==> config.mk <==
export PLATFORM = sky130hd
export DESIGN_NAME = cla_nibble_serial_addsub_flat
export DESIGN_NICKNAME = d
export VERILOG_FILES = /design/src/rtl/cla_nibble_serial_addsub_if.sv /design/src/rtl/cla_nibble_serial_addsub.sv /design/src/flat_wrapper.sv
export SDC_FILE = /design/constraint.sdc
export NUM_CORES = 1
export LEC_CHECK = 0
export CORE_ASPECT_RATIO = 1.25
export CORE_MARGIN = 3
export CORE_UTILIZATION = 29
export CTS_CLUSTER_SIZE = 24
export DETAILED_ROUTE_END_ITERATION = 8
export PLACE_DENSITY = 0.51
export SYNTH_ARGS = -nofsm -noshare
export SYNTH_HDL_FRONTEND = slang
export SYNTH_HIERARCHICAL = 1
export SYNTH_SLANG_ARGS = --single-unit
==> constraint.sdc <==
create_clock -name clk -period 7 [get_ports clk]
set_input_delay 1.75 -clock clk [delete_from_list [all_inputs] [get_ports clk]]
set_output_delay 1.75 -clock clk [all_outputs]
set_load 0.005 [all_outputs]
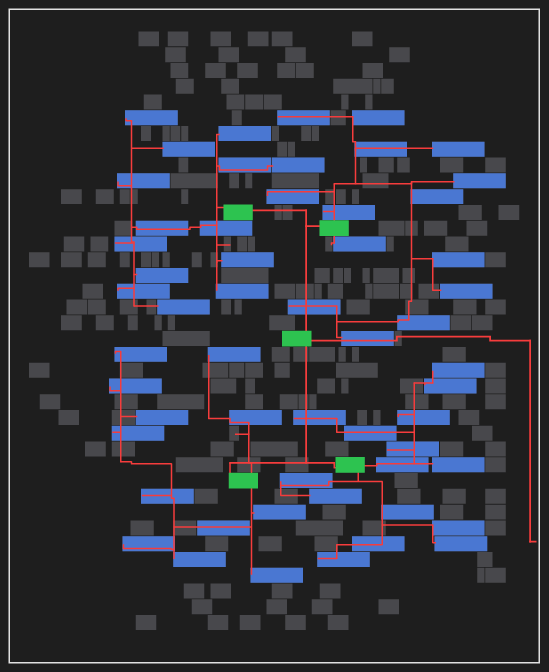
(images/clock_wires.png)
[green] clock-net drivers | count: 5
[blue] flip-flops | count: 55
[red] clock wires | length: 685 um
routed clock nets	6
worst clock skew: 0.005817 ns
worst skew pair latency: 0.30 ns
clock share of power: 10.3%
reported clock group power: 0.000168 W

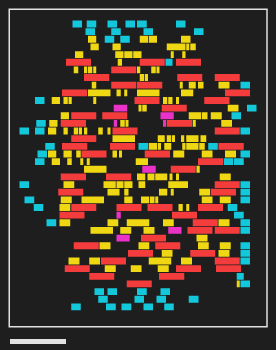
(images/class_map.png)
Scale bar: 20 um.
colour	class	cells
magenta	clock drivers and dummy loads	8
yellow	remaining logic cells	140
red	registers	55
cyan	remaining buffers and delay cells	58
share of cell area taken by flip-flops and latches: 40.64%
share of the core filled with cells: 38.72%
core area: 8748 um^2

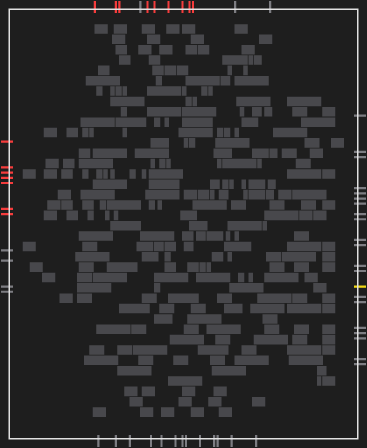
(images/pinout.png)
Pins as bars across the die edge, other pins in grey.
colour	port	pins	direction	edge
yellow	`bus_ovf`	1	output	right
red	`bus_b`	16	input	9 top, 7 left
all pins by edge	21 right, 13 bottom, 12 top, 11 left
number of I/O port buffers: 56
die width: 91.14 um
Vert. Die Dim: 112.4 um

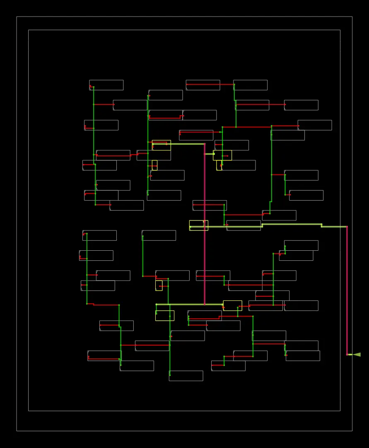
(images/clock_nets.png)
total of clock buffers placed in the layout: 7
CTS buffer count: 5
sequential cells: 55
clock sinks: 55

==> impl_metrics.csv <==
group,metric,value,unit
place,dpl_cell_area,3306,um^2
worst_hold_path,timing.hold.worst.class,"register to register",
sta,finalCriticalPeriod,3.695,ns
cts,tritoncts,"built",
synth,yosysUniqueCellTypes,26,
power_and_ir_drop,p_leak,1.392,nW
grt,maximum_number_of_pins_on_one_net_before_global_route_repair,56,
synth,mux_area_share,21.38,%
cts,cts.path.max_buffers,2,
critical_path,cp_num_buf_inv,1,
synth,post_synth_xor_area_fraction,6.667,%
grt,met2_use_gr,19.06,%
critical_path,stage_delay_of_the_slowest_cell_on_the_critical_path,0.63,ns
grt,vias_in_the_first_global_route,1724,
critical_path,timing.critical_path.cells,"nor2b_1 -> clkdlybuf4s50_1",
sta,maxSlewViolCount,0,
cells_and_area,finalNetCount,306,
synth,avgSynthCellArea,12.82,um^2
critical_path,worstPathMaxFanout,7,
route,vias_per_cell,4.312,
power_and_ir_drop,total_power,0.001634,W
sta,timing_hold_violations_final,0,
outcome,status,"completed",
synth,post-synth-top-area-fraction,52.38,%
grt,grtUsageMet3,2.614,%
grt,grt_most_used_layer,"met2",
synth,yosys.stat.chipArea,2628,um^2
synth,ff_type,"sky130_fd_sc_hd__dfrtp_1",
place,dp_cells,373,
synth,number_of_flops_mapped_to_enable_cells_by_yosys,0,
## power breakdown
part           total, W  internal (W)  switching, W  leakage (nW)
logic          0.000867      0.000478      0.000389         0.711
registers      0.000599      0.000482      0.000117         0.639
clock network  0.000168     0.0000705     0.0000973        0.0422
total           0.00163       0.00103      0.000603          1.39
## area by class of cell
type | count | area (um^2)
inverter | 10 | 37.54
clock buffer | 7 | 76.32
fill | 903 | 5361
clock inverter | 1 | 5.005
multi-input combinational | 130 | 1166
timing repair buffer | 58 | 575.6
sequential | 55 | 1376
tap | 120 | 150.1
## routing by layer
layer  wire length [um]  share of wire, %  vias up
met3                206               3.9        6
li1                   -                 -      812
met2               2708                52       37
met4                 78               1.5        0
met1               2251                43      788
met5                  0                 0        -
No activity file was given, so power comes from the tool's default toggle rates.
